File: src/rtl/periodic_timer.sv
// periodic_timer: prescaled compare timer with periodic and one-shot modes.
// A prescaler divides the clock into ticks; a main count advances on ticks
// and raises a compare-match event, which sets a sticky interrupt.
module periodic_timer #(
    parameter int WIDTH       = 16,
    parameter int PRESC_WIDTH = 8
) (
    input  logic                   clk_i,
    input  logic                   rst_ni,
    input  logic                   start_i,
    input  logic                   stop_i,
    input  logic                   clear_i,
    input  logic                   oneshot_i,
    input  logic [PRESC_WIDTH-1:0] presc_i,
    input  logic [WIDTH-1:0]       cmp_i,
    input  logic                   irq_ack_i,
    output logic                   tick_o,
    output logic                   event_o,
    output logic [WIDTH-1:0]       count_o,
    output logic                   busy_o,
    output logic                   done_o,
    output logic                   irq_o
);

    typedef enum logic [1:0] {
        ST_IDLE = 2'd0,
        ST_RUN  = 2'd1,
        ST_DONE = 2'd2
    } state_t;

    state_t                 state_reg, state_next;
    logic [PRESC_WIDTH-1:0] presc_reg, presc_next;
    logic [WIDTH-1:0]       count_reg, count_next;
    logic                   busy_reg;
    logic                   done_reg;
    logic                   irq_reg, irq_next;

    logic running;
    logic tick;
    logic match;
    logic evt;
    logic do_start;

    // Stop outranks start, so a simultaneous start is simply ignored.
    assign do_start = start_i && !stop_i;

    // Live configuration: presc_i and cmp_i are compared every cycle, never latched.
    assign running = (state_reg == ST_RUN);
    assign tick    = running && (presc_reg == presc_i);
    assign match   = (count_reg == cmp_i);
    assign evt     = tick && match;

    // Next-state logic; clear never affects the state, only the counters.
    always_comb begin
        state_next = state_reg;
        unique case (state_reg)
            ST_IDLE: begin
                if (do_start) state_next = ST_RUN;
            end
            ST_RUN: begin
                if (stop_i)                          state_next = ST_IDLE;
                else if (start_i)                    state_next = ST_RUN;
                else if (evt && oneshot_i)           state_next = ST_DONE;
            end
            ST_DONE: begin
                if (stop_i)        state_next = ST_IDLE;
                else if (do_start) state_next = ST_RUN;
            end
            default: state_next = ST_IDLE;
        endcase
    end

    // Counter update: clear/start zero both counters and suppress any pending tick update.
    always_comb begin
        presc_next = presc_reg;
        count_next = count_reg;
        if (clear_i || do_start) begin
            presc_next = '0;
            count_next = '0;
        end else if (tick) begin
            presc_next = '0;
            if (!match) begin
                // Equality-only match: a lowered cmp_i makes the count wrap first.
                count_next = count_reg + WIDTH'(1);
            end else if (!oneshot_i) begin
                count_next = '0;
            end
        end else if (running) begin
            presc_next = presc_reg + PRESC_WIDTH'(1);
        end
    end

    // Sticky interrupt: an event in the same cycle as an ack keeps it set.
    always_comb begin
        irq_next = irq_reg;
        if (evt)            irq_next = 1'b1;
        else if (irq_ack_i) irq_next = 1'b0;
    end

    // State register with registered status flags decoded from the next state.
    always_ff @(posedge clk_i or negedge rst_ni) begin
        if (!rst_ni) begin
            state_reg <= ST_IDLE;
            busy_reg  <= 1'b0;
            done_reg  <= 1'b0;
        end else begin
            state_reg <= state_next;
            busy_reg  <= (state_next == ST_RUN);
            done_reg  <= (state_next == ST_DONE);
        end
    end

    // Prescaler, main count and interrupt registers.
    always_ff @(posedge clk_i or negedge rst_ni) begin
        if (!rst_ni) begin
            presc_reg <= '0;
            count_reg <= '0;
            irq_reg   <= 1'b0;
        end else begin
            presc_reg <= presc_next;
            count_reg <= count_next;
            irq_reg   <= irq_next;
        end
    end

    assign tick_o  = tick;
    assign event_o = evt;
    assign count_o = count_reg;
    assign busy_o  = busy_reg;
    assign done_o  = done_reg;
    assign irq_o   = irq_reg;

endmodule

File: config.mk
export PLATFORM = sky130hd
export DESIGN_NAME = periodic_timer
export DESIGN_NICKNAME = d
export VERILOG_FILES = /design/src/rtl/periodic_timer.sv
export SDC_FILE = /design/constraint.sdc
export NUM_CORES = 1
export LEC_CHECK = 0
export CORE_MARGIN = 2
export CORE_UTILIZATION = 51
export DETAILED_ROUTE_END_ITERATION = 12
export GPL_ROUTABILITY_DRIVEN = 0
export GPL_TIMING_DRIVEN = 0
export PLACE_DENSITY = 0.94
export SLEW_MARGIN = 20
export SYNTH_ARGS = -nofsm -noshare
export SYNTH_HDL_FRONTEND = slang
export SYNTH_SLANG_ARGS = --single-unit
File: constraint.sdc
create_clock -name clk_i -period 3.5 [get_ports clk_i]
set_clock_uncertainty 0.15 [all_clocks]
set_input_delay 0.7 -clock clk_i [delete_from_list [all_inputs] [get_ports clk_i]]
set_output_delay 0.7 -clock clk_i [all_outputs]
set_load 0.02 [all_outputs]
==> flow_summary_export.csv, run 1 <==
group,metric,value,unit
clock_network,ctsHoldBuffers,0,
grt,overflow,0,
floorplan,fp.dieH,64.0,um
worst_setup_path,r2r_cells,9,
worst_setup_path,start_kind,"input pin",
logic_synthesis,ys_chip_area,1840,um^2
flow_run,cap_viol_max_count,0,
route,drc,0,
worst_setup_path,slowest_stage,"clkdlybuf4s50_1",
sta,rsz0062_at_grt,"false",
logic_synthesis,synthDistinctLibCells,49,
status,status,"finished, final reports clean",
worst_setup_path,path_buffers,4,
logic_synthesis,ff_type,"dfrtp_1",
floorplan,io_pins,52,
logic_synthesis,yosys_warnings,0,
sta,slew_viol_final,0,
grt,antenna_found_initial,0,
layout,drive_gt1_share,11.2,%
worst_setup_path,cp-startpoint,"cmp_i[14]",
place,dpl.hpwl,3400,um
sta,period_used_share,96.8,%
route,first_pass_iters,4,
power,total_power,758,uW
route,drtIter0Drc,99,
floorplan,die_area,4090,um^2
logic_synthesis,edf_count,0,
==> run 1: routing by layer <==
metal  track usage (%)  part of all wire (%)
met2              41.9                    50
met4              8.15                   1.9
met1              31.3                    41
met5                 0                     0
met3              6.69                   7.0
==> run 1: kinds of logic after synthesis <==
group	count (synthesis)	share of synthesized area, %
AOI/OAI and AO/OA	46	18.8
xor gates and xnor gates	30	14.3
adders and majority gates	2	1.36
buffers and inverters	16	4.16
DFF	29	39.5
muxes	2	1.16
and+or+nand+nor	66	20.7
==> run 1: how the worst min path moves through the flow <==
stage	to	depth (start not counted)	slack, ps	start
CTS	count_o[2]$_DFFE_PN0P_	1	240	rst_ni
finish	count_o[0]$_DFFE_PN0P_	1	230	rst_ni
global route	count_o[14]$_DFFE_PN0P_	1	270	rst_ni
global placement	presc_reg[7]$_DFFE_PN0P_	1	330	presc_reg[7]$_DFFE_PN0P_
floorplan	busy_o$_DFF_PN0_	0	250	rst_ni
detailed placement	presc_reg[7]$_DFFE_PN0P_	1	340	presc_reg[7]$_DFFE_PN0P_
==> run 1: metrics by stage <==
step | instances | area, um^2 | setup WS [ps] | TNS [ps] | util [%]
after floorplan | 191 | 1840 | 977 | 0 | -
after global routing | 297 | 2500 | 4.94 | 0 | 73.7
after global placement | 287 | 2390 | -174 | -174 | 70.6
final | 297 | 2500 | 112 | 0 | 73.7
after detailed placement | 287 | 2390 | -197 | -197 | 70.5
after CTS | 295 | 2470 | 39.1 | 0 | 72.9
==> run 1: final cells by class <==
| cell class | count | area (um^2) | area share [%] |
|---|---|---|---|
| clock buffers | 7 | 55.1 | 2.20 |
| inverters | 8 | 30.0 | 1.20 |
| repair buffers | 52 | 505 | 20.2 |
| flip-flops and latches | 29 | 726 | 29.0 |
| clock inverters | 1 | 30.0 | 1.20 |
| plain buffers | 8 | 48.8 | 1.95 |
| well taps | 46 | 57.6 | 2.30 |
| multi-input cells | 146 | 1050 | 41.9 |
==> run 1: Yosys cell counts, types with 3 or more instances <==
library cell  instances  area share (%)
o21ai_0               6             1.6
buf_2                 4             1.1
and2_1                3             1.0
nand2_1               9             1.8
inv_1                 8             1.6
xnor2_1              25              12
o21ai_1               3            0.82
nor2_1                5             1.0
a211oi_1              5             2.0
dfrtp_1              29              40
a21o_1                3             1.2
nand3_1               6             1.6
and3_1                8             2.7
nand2b_1              4             1.4
nor3_1                9             2.5
xor2_1                5             2.4
nand4_1              12             4.1
a22o_1                3             1.4
a21oi_1               7             1.9
==> run 1: worst reg2reg max path, delay by kind of cell (launching register included) <==
kind            cells  cell delay [ps]
buf+inv             3              600
simple gates        2              540
compound gates      3              410
flops               1              380
xor+xnor            1              140
==> run 1: what timing repair did <==
action	in CTS	in global routing
pin swaps	0	1
setup buffers	0	2
endpoints found under the setup margin	1	2
gates resized	1	5
gates cloned	0	0
hold endpoints to repair	0	0
==> run 1: power by group <==
group          switching [uW]  internal [uW]
Combinational            57.0           63.0
Clock                     117            170
Sequential               10.5            341
Total                     184            574
run_1/placed.png
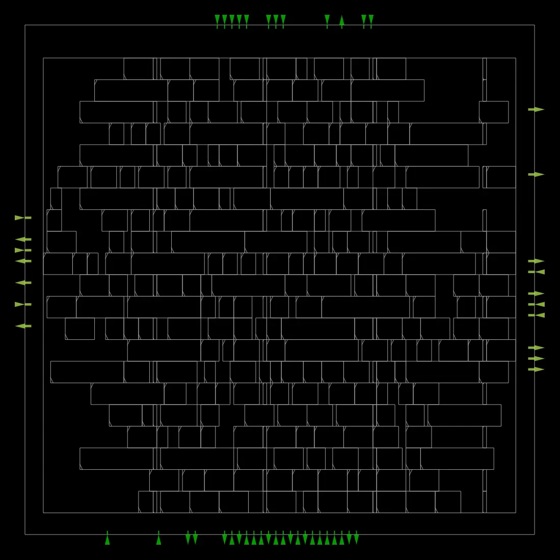
Finished Core Util: 73.7%
row cnt: 21
flop share of the area: 29.0%
core footprint: 3390 um^2
filler cell count: 231

run_1/port_trees.png
Drawn at 4 px/um.
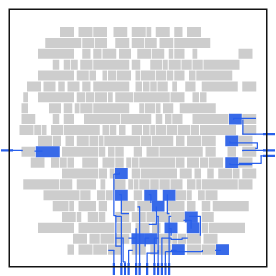
cmp_i: shown in blue, bits 16, direction input, end cells 16, wire 233 um.

run_1/pinout.png
Drawn at 8 px/um. Pins as bars across the die edge, other pins in gray.
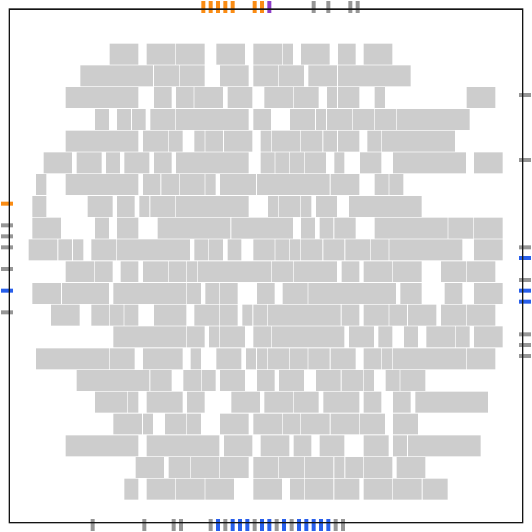
cmp_i: shown in blue, pins 16, direction input, edge 12 south, 3 east, 1 west. oneshot_i: shown in purple, pins 1, direction input, edge north. presc_i: shown in orange, pins 8, direction input, edge 7 north, 1 west.
All pins by edge: 23 south, 12 north, 10 east, 7 west.

run_1/layers.png
Drawn at 8 px/um. Two of the layers only.
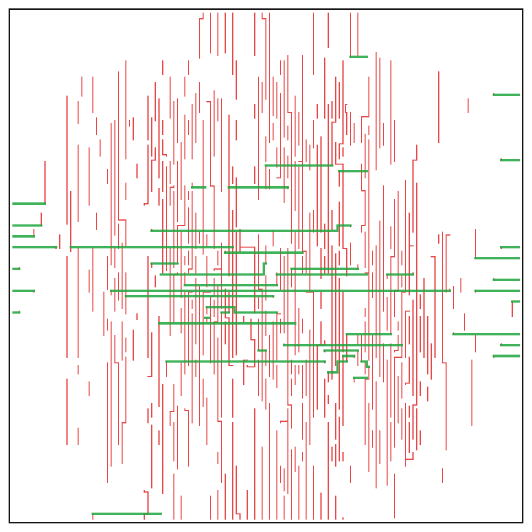
M3: shown in green, wire length 335 um. M2: shown in red, wire length 2,370 um.

==> run 2, diff against run 1 <==
--- a/config.mk
+++ b/config.mk
@@ -11,6 +11,7 @@
 export GPL_ROUTABILITY_DRIVEN = 0
 export GPL_TIMING_DRIVEN = 0
 export PLACE_DENSITY = 0.94
+export SKIP_CTS_REPAIR_TIMING = 1
 export SLEW_MARGIN = 20
 export SYNTH_ARGS = -nofsm -noshare
 export SYNTH_HDL_FRONTEND = slang
run_2/sizing.png
Drawn at 8 px/um.
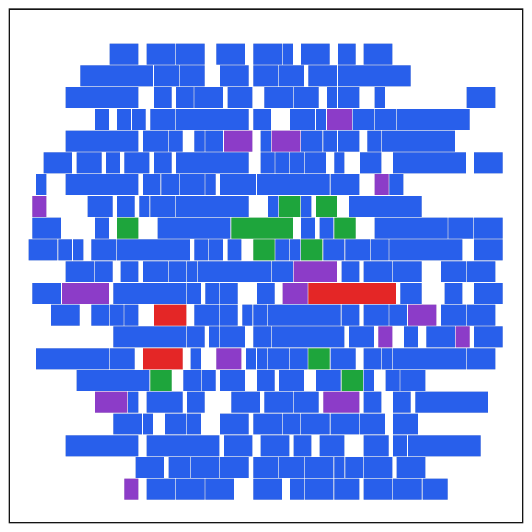
x3 and x4: shown in green, cells 10. x1 and smaller: shown in blue, cells 223. x2: shown in purple, cells 15. x6 and larger: shown in red, cells 3.

==> flow_summary_export.csv, run 2 <==
group,metric,value,unit
status,status,"finished, final reports clean",
power,p_switching,184,uW
route,drc,0,
route,first_pass_iters,4,
route,drtIter0Drc,99,
sta,whs,228,ps
logic_synthesis,yosysTopAreaCellShare,39.5,%
sta,timing.setup.tns,0,ps
logic_synthesis,mux_share,1.16,%
layout,drive_gt1_share,11.2,%
worst_setup_path,crit_end,"event_o",
grt,overflow,0,
place,dpl.hpwl,3400,um
power,p_int,574,uW
power,pwr-share-clk,37.9,%
route,dr.max_layer_used,"met4",
route,dr_wl_met2,2370,um
worst_setup_path,cp-startpoint,"cmp_i[14]",
logic_synthesis,synthDistinctLibCells,49,
logic_synthesis,synth.most_common_cell,"dfrtp_1",
logic_synthesis,ys_sh_simple,20.7,%
logic_synthesis,ys_chip_area,1840,um^2
floorplan,rows,21,
logic_synthesis,yosys_warnings,0,
worst_setup_path,r2r_cells,9,
sta,slew_viol_final,0,
grt,antenna_found_initial,0,
logic_synthesis,synth.area.top_cells,"dfrtp_1 (40%), xnor2_1 (12%), nand4_1 (4.1%)",
logic_synthesis,top_cells_by_count,"dfrtp_1 (29), xnor2_1 (25), nand4_1 (12)",
logic_synthesis,edf_count,0,
route,met1Wirelength,1980,um
floorplan,core-area,3390,um^2
clock_network,clock_latency,330,ps
worst_setup_path,crit_arrival,2540,ps
floorplan,die_area,4090,um^2
power,combPwrFrac,15.8,%
power,pwr-share-seq,46.3,%
sta,period_used_share,96.8,%
logic_synthesis,synth_adder_area_share,1.36,%
power,switching_share,24.3,%
floorplan,io_pins,52,
logic_synthesis,synth-xor-area-share,14.3,%
logic_synthesis,aoi_share,18.8,%
route,wl_met3,334,um
logic_synthesis,largest_area_cell,"dfrtp_1",
run_2/layers.png
Drawn at 8 px/um. Two of the layers only.
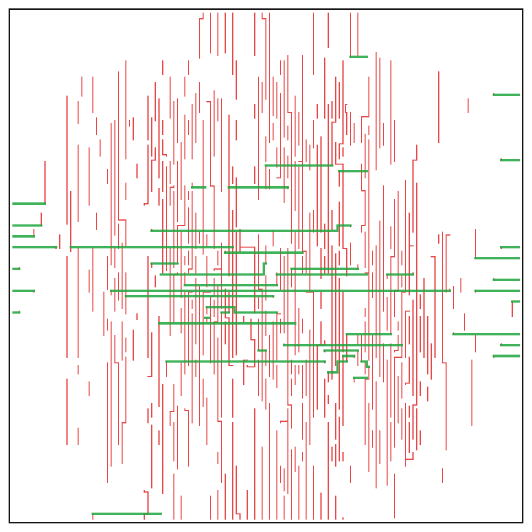
M2: shown in red, wire length 2,370 um. M3: shown in green, wire length 335 um.

run 2: worst min-delay path by stage:
stage	start	end	slack, ps	cells past startpoint
2_1_floorplan	rst_ni	busy_o$_DFF_PN0_	250	0
3_3_place_gp	presc_reg[7]$_DFFE_PN0P_	presc_reg[7]$_DFFE_PN0P_	330	1
3_5_place_dp	presc_reg[7]$_DFFE_PN0P_	presc_reg[7]$_DFFE_PN0P_	340	1
4_1_cts	rst_ni	count_o[2]$_DFFE_PN0P_	240	1
5_1_grt	rst_ni	count_o[14]$_DFFE_PN0P_	270	1
6_report	rst_ni	count_o[0]$_DFFE_PN0P_	230	1
run 2: cells by family (layout without fill, tap and decap cells):
| logic type | Yosys count | count (layout) |
|---|---|---|
| and+or+nand+nor | 66 | 66 |
| AOI/OAI and AO/OA | 46 | 46 |
| xor gates and xnor gates | 30 | 30 |
| DFF | 29 | 29 |
| buffers and inverters | 16 | 76 |
| adders and majority gates | 2 | 2 |
| muxes | 2 | 2 |
run 2: through the flow:
stage | total power (uW) | instances | setup WS, ps | area (um^2) | util, %
2_1_floorplan | 412 | 191 | 977 | 1840 | -
3_3_place_gp | 473 | 287 | -174 | 2390 | 70.6
3_5_place_dp | 477 | 287 | -197 | 2390 | 70.5
4_1_cts | 759 | 295 | -236 | 2470 | 73.0
5_1_grt | 791 | 297 | 4.94 | 2500 | 73.7
6_report | 758 | 297 | 112 | 2500 | 73.7
run 2: layer usage:
metal | global-route usage (%) | up-vias
met5 | 0 | -
met4 | 8.15 | 0
met3 | 6.69 | 10
met2 | 41.9 | 71
met1 | 31.3 | 830
li1 | - | 819
run 2: area by class of cell:
type                       instances  area [um^2]
clock buffer                       7         55.1
tap                               46         57.6
buffer                             8         48.8
fill                             231          891
inverter                           8         30.0
clock inverter                     1         30.0
sequential                        29          726
multi-input combinational        146         1050
timing repair buffer              52          505
run 2: worst max-delay path, cell delays in order:
cell	delay, ps
clkdlybuf4s50_1	440
xnor2_2	230
nand4_1	180
nor4_2	380
buf_4	220
nand2_1	140
inv_1	80
clkbuf_2	160
run 2: power by group through the flow:
| stage | clock [uW] | sequential [uW] | combinational (uW) |
|---|---|---|---|
| after CTS | 289 | 351 | 119 |
| after global placement | 0 | 358 | 115 |
| final | 287 | 351 | 120 |
| after global routing | 307 | 353 | 132 |
| after floorplan | 0 | 360 | 51.7 |
| after detailed placement | 0 | 358 | 119 |
Power and IR drop assume default switching activity.
